<file path="config.mk">
export PLATFORM = sky130hd
export DESIGN_NAME = unsigned_mul_8x8_ha_array_reduce
export DESIGN_NICKNAME = d
export VERILOG_FILES = /design/src/rtl/unsigned_mul_ha_pkg.sv /design/src/rtl/unsigned_mul_ha_row_value.sv /design/src/rtl/unsigned_mul_8x8_ha_array_reduce.sv
export SDC_FILE = /design/constraint.sdc
export NUM_CORES = 1
export LEC_CHECK = 0
export CORE_UTILIZATION = 45
export DETAILED_ROUTE_END_ITERATION = 7
export GPL_ROUTABILITY_DRIVEN = 0
export PLACE_DENSITY_LB_ADDON = 0.1
export SKIP_LAST_GASP = 1
export SLEW_MARGIN = 20
export SYNTH_ARGS = -nofsm -noshare
export SYNTH_HDL_FRONTEND = slang
export SYNTH_SLANG_ARGS = --single-unit
export TNS_END_PERCENT = 5
</file>
<file path="constraint.sdc">
create_clock -name clk -period 2.82 [get_ports clk]
set_clock_uncertainty 0.15 [all_clocks]
set_input_delay 0.282 -clock clk [delete_from_list [all_inputs] [get_ports clk]]
set_output_delay 0.282 -clock clk [all_outputs]
set_load 0.02 [all_outputs]
</file>
<file path="src/rtl/unsigned_mul_ha_pkg.sv">
// Shared constants and the row-value helper for the approximate 8x8 multiplier's
// half-adder array reduction.
package unsigned_mul_ha_pkg;

  localparam int HA_ARRAYS = 4;
  localparam int HA_B_W    = 7;
  localparam int HA_T_W    = 9;
  localparam int ROW_V_W   = 10;
  // Width of a row-pair partial sum: 1019 + 4*1019 = 5095 fits in 13 bits.
  localparam int PAIR_W    = 13;

  function automatic logic [ROW_V_W-1:0] row_value(input logic [HA_B_W-1:0] b,
                                                   input logic [HA_T_W-1:0] t);
    return ROW_V_W'(t) + (ROW_V_W'(b) << 2);
  endfunction

endpackage

</file>
<file path="src/rtl/unsigned_mul_ha_row_value.sv">
// Combinational value of one half-adder row pair: sum row plus carry row
// shifted two places.
import unsigned_mul_ha_pkg::*;

module unsigned_mul_ha_row_value (
  input  logic [HA_B_W-1:0]  b_i,
  input  logic [HA_T_W-1:0]  t_i,
  output logic [ROW_V_W-1:0] v_o
);

  assign v_o = row_value(b_i, t_i);

endmodule

</file>
<file path="src/rtl/unsigned_mul_8x8_ha_array_reduce.sv">
// Final reduction of the four half-adder row-pair arrays into a saturated product,
// two-stage valid/ready pipeline. Optional saturation counter: UNSIGNED_MUL_HA_SAT_CNT_EN.
import unsigned_mul_ha_pkg::*;

module unsigned_mul_8x8_ha_array_reduce #(
  parameter int OUT_W = 16
`ifdef UNSIGNED_MUL_HA_SAT_CNT_EN
  , parameter int CNT_W = 16
`endif
) (
  input  logic              clk,
  input  logic              rst,
  input  logic              in_valid,
  output logic              in_ready,
  input  logic [HA_B_W-1:0] ha_array_0_b,
  input  logic [HA_T_W-1:0] ha_array_0_t,
  input  logic [HA_B_W-1:0] ha_array_1_b,
  input  logic [HA_T_W-1:0] ha_array_1_t,
  input  logic [HA_B_W-1:0] ha_array_2_b,
  input  logic [HA_T_W-1:0] ha_array_2_t,
  input  logic [HA_B_W-1:0] ha_array_3_b,
  input  logic [HA_T_W-1:0] ha_array_3_t,
  output logic              out_valid,
  input  logic              out_ready,
  output logic [OUT_W-1:0]  product,
  output logic              sat
`ifdef UNSIGNED_MUL_HA_SAT_CNT_EN
  , output logic [CNT_W-1:0] sat_count
`endif
);

  logic [HA_B_W-1:0]  b_arr [HA_ARRAYS];
  logic [HA_T_W-1:0]  t_arr [HA_ARRAYS];
  logic [ROW_V_W-1:0] v     [HA_ARRAYS];

  assign b_arr[0] = ha_array_0_b;
  assign b_arr[1] = ha_array_1_b;
  assign b_arr[2] = ha_array_2_b;
  assign b_arr[3] = ha_array_3_b;
  assign t_arr[0] = ha_array_0_t;
  assign t_arr[1] = ha_array_1_t;
  assign t_arr[2] = ha_array_2_t;
  assign t_arr[3] = ha_array_3_t;

  for (genvar k = 0; k < HA_ARRAYS; k++) begin : g_row
    unsigned_mul_ha_row_value u_row (
      .b_i (b_arr[k]),
      .t_i (t_arr[k]),
      .v_o (v[k])
    );
  end

  // Array k+1 sits two bit positions above array k.
  logic [PAIR_W-1:0] s01_d, s23_d, s01_q, s23_q;
  assign s01_d = PAIR_W'(v[0]) + (PAIR_W'(v[1]) << 2);
  assign s23_d = PAIR_W'(v[2]) + (PAIR_W'(v[3]) << 2);

  logic s1_valid_q, s2_valid_q;
  logic s1_en, s2_en;

  assign s2_en    = !s2_valid_q || out_ready;
  assign s1_en    = !s1_valid_q || s2_en;
  assign in_ready = s1_en;

  // NOTE: sequential state uses non-blocking assignments so every register samples
  // pre-edge values regardless of process ordering.
  always_ff @(posedge clk) begin
    if (rst) begin
      s1_valid_q <= 1'b0;
    end else if (s1_en) begin
      s1_valid_q <= in_valid;
    end
  end

  // NOTE: pure datapath registers carry no reset; their contents are only
  // meaningful under the matching valid bit, which is reset.
  always_ff @(posedge clk) begin
    if (s1_en && in_valid) begin
      s01_q <= s01_d;
      s23_q <= s23_d;
    end
  end

  logic [OUT_W:0]   sum;
  logic [OUT_W-1:0] product_d, product_q;
  logic             sat_d, sat_q;

  // NOTE: every always_comb output gets a default first so no path leaves it
  // unassigned, which would otherwise infer a latch.
  always_comb begin
    sum       = (OUT_W+1)'(s01_q) + ((OUT_W+1)'(s23_q) << 4);
    sat_d     = sum[OUT_W];
    product_d = sum[OUT_W-1:0];
    if (sat_d) begin
      product_d = '1;
    end
  end

  always_ff @(posedge clk) begin
    if (rst) begin
      s2_valid_q <= 1'b0;
      product_q  <= '0;
      sat_q      <= 1'b0;
    end else if (s2_en) begin
      s2_valid_q <= s1_valid_q;
      if (s1_valid_q) begin
        product_q <= product_d;
        sat_q     <= sat_d;
      end
    end
  end

  assign out_valid = s2_valid_q;
  assign product   = product_q;
  assign sat       = sat_q;

`ifdef UNSIGNED_MUL_HA_SAT_CNT_EN
  logic [CNT_W-1:0] sat_count_q;

  // Counts delivered saturated products; sticks at all-ones instead of wrapping.
  always_ff @(posedge clk) begin
    if (rst) begin
      sat_count_q <= '0;
    end else if (s2_valid_q && out_ready && sat_q && !(&sat_count_q)) begin
      sat_count_q <= sat_count_q + 1'b1;
    end
  end

  assign sat_count = sat_count_q;
`else
  // Counter disabled: no sat_count port and no counter state.
`endif

endmodule

</file>
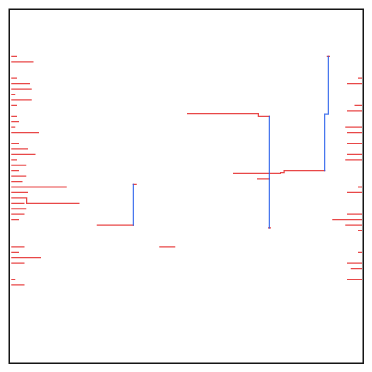
**Above:** run 1 (routed metal, one colour a layer).
Drawn at 4 px/um. Two of the layers only.
legend:
  blue:
    layer: met4
    wire_length: 67.6 um
  red:
    layer: met3
    wire_length: 240 um
via count: 2695
final wirelength: 6.31 mm
post-DR wirelength/cell: 11.5 um
Tot GR Track Use: 0.177

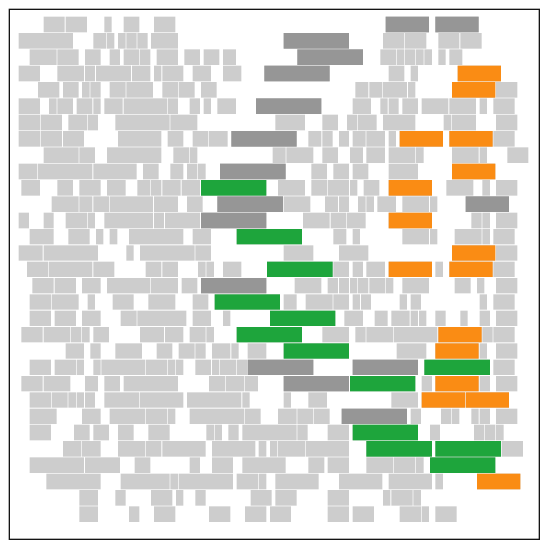
**Above:** run 1 (register map, names as in the netlist).
Drawn at 6 px/um. Other sequential cells in the stronger grey, the rest of the logic in the fainter grey.
legend:
  green:
    netlist_name: `s01_q`
    placed_flops: 13
  orange:
    netlist_name: `product`
    placed_flops: 16
not coloured: 16
register area: 1160 um2
Core Util, Final: 0.678

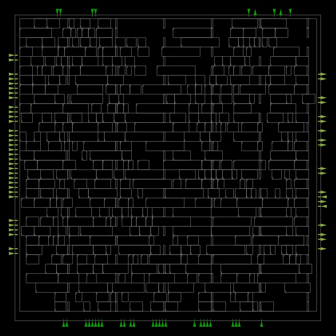
**Above:** run 1 (cell placement).
n_taps: 99
seq_cells: 45
Seq area share: 0.237

==> Slide: Implementation Results, run 1 <==
Key Metrics from the Run

Timing
  – Final worst slack: -0.00392 ns
  – Setup violations, final: 1
  – Final min period: 2.82 ns
  – Tcrit/Tclk final: 1.00
  – Final Hold Viols: 0
  – Fin. max-slew vios: 0
  – Max Clock Freq: 0.354 GHz
  – Setup TNS: -0.00392 ns

Yosys
  – Adder Share, Synth: 0.253
  – Mapped Nets: 451
  – Mux area share: 0.00450
  – Post-synth EDFFs: 26
  – Comb area leader: adder cells
  – Area figure in the yosys stat output: 3340 um2
  – Synth flops: 45

Min path
  – HP Class: reg2reg
  – HP Start: sat
  – Hold depth: 2

Placed design
  – Placed Area: 4610 um2
  – HPWL after detailed placement: 5.07 mm

Pwr
  – Clock share of power: 0.126
  – Leak: 0.00198 uW

Drt
  – First drt pass iteration count: 4
  – Met1 WL: 3.04 mm

Finish
  – Buffers excl. clock: 119
  – Comb_multi_in: 251
  – Most common logic cells in the final layout: clkdlybuf4s50_1 (73), nor2_1 (40), buf_4 (33), edfxtp_1 (26)
  – Logic area: 2340 um2
  – Number of flip-flops under the largest register name: 16
  – Antenna Cells: 0

Global route
  – Global-route wire length before repair: 10.8 mm
  – Initial antenna violation count: 0
  – Vias in the first global route: 2600

Worst setup path
  – Slowest stage cell, crit path: clkdlybuf4s50_1
  – Worst setup path startpoint: ha_array_3_b[3]
  – Path type of the worst setup path: in2reg

Floorplanning
  – Die area: 7760 um2
  – IO Pins: 87
  – Initial Utilization: 0.463

Status
  – Status: finished, violations left
  – Failing checks: negative setup slack

CTS
  – CTS tree: built
**Run 1: wires at chosen ports, followed through buffers**

Drawn at 6 px/um.
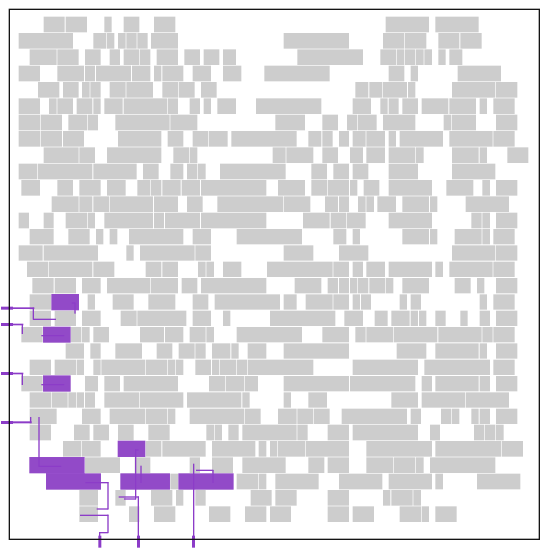

==> run 2, diff against run 1 <==
--- a/config.mk
+++ b/config.mk
@@ -10,7 +10,7 @@
 export GPL_ROUTABILITY_DRIVEN = 0
 export PLACE_DENSITY_LB_ADDON = 0.1
 export SKIP_LAST_GASP = 1
-export SLEW_MARGIN = 20
+export SLEW_MARGIN = 40
 export SYNTH_ARGS = -nofsm -noshare
 export SYNTH_HDL_FRONTEND = slang
 export SYNTH_SLANG_ARGS = --single-unit
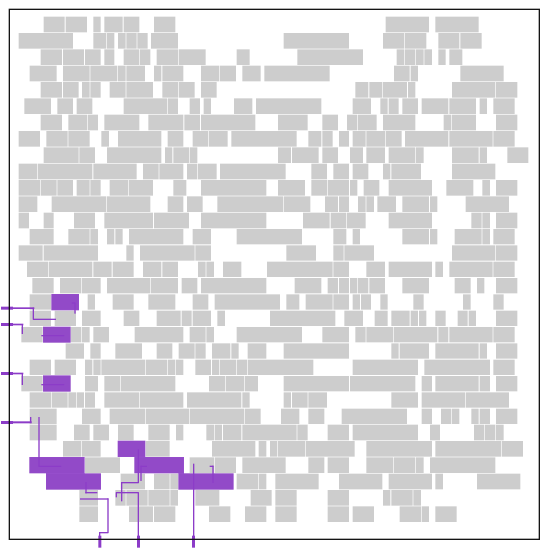
**Above:** run 2 (wires at chosen ports, followed through buffers).
Drawn at 6 px/um.
legend:
  purple:
    port: `ha_array_1_b`
    bits: 7
    direction: input
    end_cells: 8
    wire: 98.1 um
port bufs: 86
IO Pins: 87

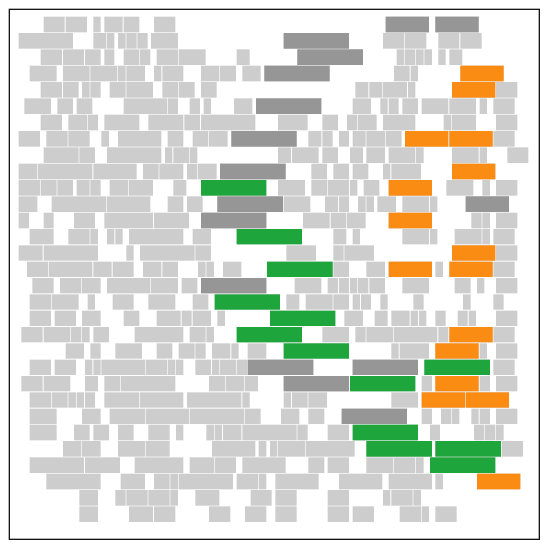
**Above:** run 2 (register map, names as in the netlist).
Drawn at 6 px/um. Other sequential cells in the stronger grey, the rest of the logic in the fainter grey.
legend:
  green:
    netlist_name: `s01_q`
    placed_flops: 13
  orange:
    netlist_name: `product`
    placed_flops: 16
Seq area share: 0.234
Core Util, Final: 0.688
P_seq: 930 uW

==> run 2 against run 1 <==
The flow now finishes without violations. First-iteration DRC count is 21% lower. Critical path type unchanged. Power is 0.94% higher. Critical path depth is 1 lower. Register-to-register slack better by 0.03 ns. Non-clock buffer count is 1 higher. Fmax is 0.80% higher. Final cell count is 0.18% higher. Cell area is 1.5% higher.
==> Slide: Implementation Results, run 2 <==
Key Metrics from the Run

Finish
  – Logic area: 2370 um2
  – Antenna Cells: 0
  – Register area: 1160 um2
  – Buffers excl. clock: 120
  – Seq_cells: 45
  – Most common logic cells in the final layout: clkdlybuf4s50_1 (69), nor2_1 (40), buf_4 (32), edfxtp_1 (26), inv_1 (23)
  – Number of flip-flops under the largest register name: 16

Pwr
  – Clock share of power: 0.124
  – Leak: 0.00203 uW

Floorplanning
  – Die area: 7760 um2
  – N_taps: 99
  – Initial Utilization: 0.463

Min path
  – HP Class: in2reg
  – HP Start: rst

Yosys
  – Mapped Nets: 451
  – Synth flops: 45
  – Post-synth EDFFs: 26
  – Adder Share, Synth: 0.253

Worst setup path
  – Path type of the worst setup path: in2reg
  – Worst setup path startpoint: ha_array_2_b[1]
  – Slowest stage cell, crit path: fa_1

Timing
  – Final worst slack: 0.0184 ns
  – Tcrit/Tclk final: 0.993
  – Final min period: 2.80 ns
  – Max Clock Freq: 0.357 GHz
  – Setup TNS: 0 ns
  – Fin. max-slew vios: 0
  – Final Hold Viols: 0

Global route
  – Initial antenna violation count: 0
  – Global-route wire length before repair: 11.2 mm

Drt
  – First drt pass iteration count: 4
  – Post-DR wirelength/cell: 11.9 um
  – Met1 WL: 3.01 mm
  – Via count: 2736
  – Final wirelength: 6.53 mm

Placed design
  – HPWL after detailed placement: 5.10 mm
  – Placed Area: 4610 um2

Status
  – Status: complete, no violations
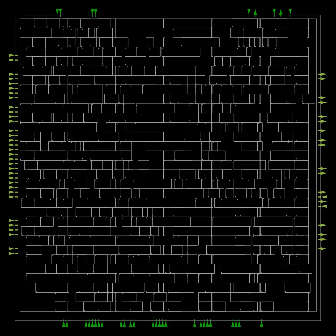
**Above:** run 2 (cell placement).
Filler cells: 580
Finished Layout Cells: 549

**Run 2: signal metal coverage by tile**

Drawn at 4 px/um. The die is cut into 18 by 18 equal tiles; dark blue is low, red is high, scaled to the fullest tile. Values are wire area over tile area, all layers added.
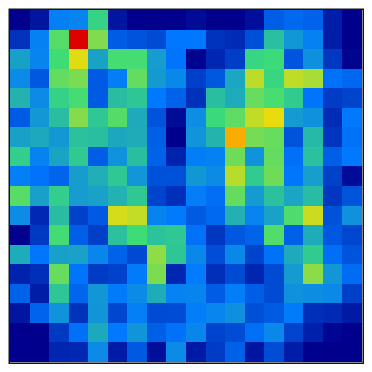

==> run 3, diff against run 2 <==
--- a/config.mk
+++ b/config.mk
@@ -6,6 +6,7 @@
 export NUM_CORES = 1
 export LEC_CHECK = 0
 export CORE_UTILIZATION = 45
+export CTS_CLUSTER_DIAMETER = 50
 export DETAILED_ROUTE_END_ITERATION = 7
 export GPL_ROUTABILITY_DRIVEN = 0
 export PLACE_DENSITY_LB_ADDON = 0.1
==> constraint.sdc (replaced) <==
create_clock -name clk -period 2.4 [get_ports clk]
set_clock_uncertainty 0.15 [all_clocks]
set_input_delay 0.24 -clock clk [delete_from_list [all_inputs] [get_ports clk]]
set_output_delay 0.24 -clock clk [all_outputs]
set_load 0.02 [all_outputs]
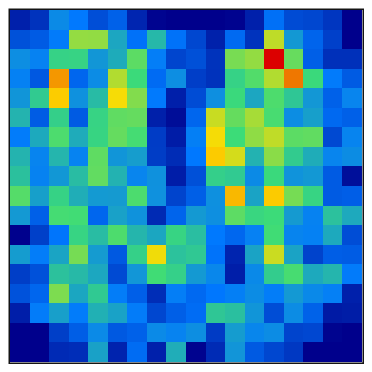
**Above:** run 3 (signal metal coverage by tile).
Drawn at 4 px/um. The die is cut into 18 by 18 equal tiles; dark blue is low, red is high, scaled to the fullest tile. Values are wire area over tile area, all layers added.
nearly empty tiles: 5.6%
mean over tiles: 0.13
fullest tile: 0.43
tiles over half the peak: 16%
post-DR wirelength/cell: 12.1 um
via count: 2765

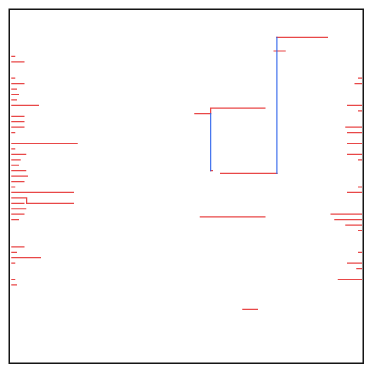
**Above:** run 3 (routed metal, one colour a layer).
Drawn at 4 px/um. Two of the layers only.
legend:
  red:
    layer: met3
    wire_length: 244 um
  blue:
    layer: met4
    wire_length: 48.3 um
Tot GR Track Use: 0.191
final wirelength: 6.73 mm

==> run 3 against run 2 <==
Non-clock buffer count grew 8. The run now ends with negative setup slack left. Global-route usage rose by 0.85 points. Synthesized cell count is the same. First-iteration DRC count rose by 11%.
==> Slide: Implementation Results, run 3 <==
Key Metrics from the Run

Status
  – Status: finished, violations left
  – Failing checks: negative setup slack

Finish
  – Buffers excl. clock: 128
  – Filler cells: 578
  – Register area: 1160 um2
  – Logic area: 2330 um2
  – Number of flip-flops under the largest register name: 16
  – Nonclk inv count: 26
  – Antenna Cells: 0
  – Finished Layout Cells: 557
  – Seq_cells: 45
  – Nets: 581
  – Comb_multi_in: 251

Min path
  – Hold depth: 2
  – HP Start: rst
  – HP Class: in2reg

Timing
  – Max Clock Freq: 0.360 GHz
  – Final worst slack: -0.374 ns
  – Setup violations, final: 22
  – Tcrit/Tclk final: 1.16
  – Final min period: 2.77 ns
  – Fin. max-slew vios: 0

Yosys
  – Synth flops: 45
  – Area figure in the yosys stat output: 3340 um2
  – Comb area leader: adder cells
  – Post-synth EDFFs: 26
  – Mapped Nets: 451
  – Mux area share: 0.00450
  – Adder Share, Synth: 0.253

Floorplanning
  – Initial Utilization: 0.463
  – IO Pins: 87
  – N_taps: 99
  – Die area: 7760 um2

Global route
  – Initial antenna violation count: 0
  – Vias in the first global route: 2743

Worst setup path
  – Worst setup path startpoint: ha_array_3_t[2]
  – Slowest stage cell, crit path: fa_2

CTS
  – CTS tree: built

Placed design
  – HPWL after detailed placement: 5.20 mm
  – Port bufs: 86

Drt
  – First drt pass iteration count: 4
  – Met1 WL: 2.98 mm

Pwr
  – Leak: 0.00203 uW

Run
  – Max cap viols: 0
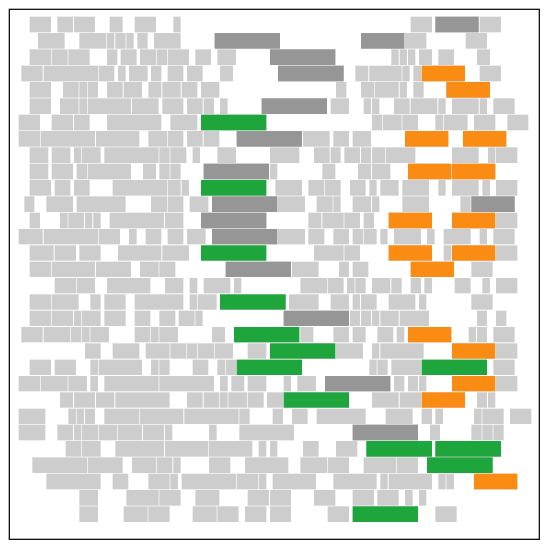
**Above:** run 3 (register map, names as in the netlist).
Drawn at 6 px/um. Other sequential cells in the stronger grey, the rest of the logic in the fainter grey.
legend:
  orange:
    netlist_name: `product`
    placed_flops: 16
  green:
    netlist_name: `s01_q`
    placed_flops: 13
Seq area share: 0.233
Core Util, Final: 0.691
P_seq: 1100 uW

Power and IR drop assume default switching activity.
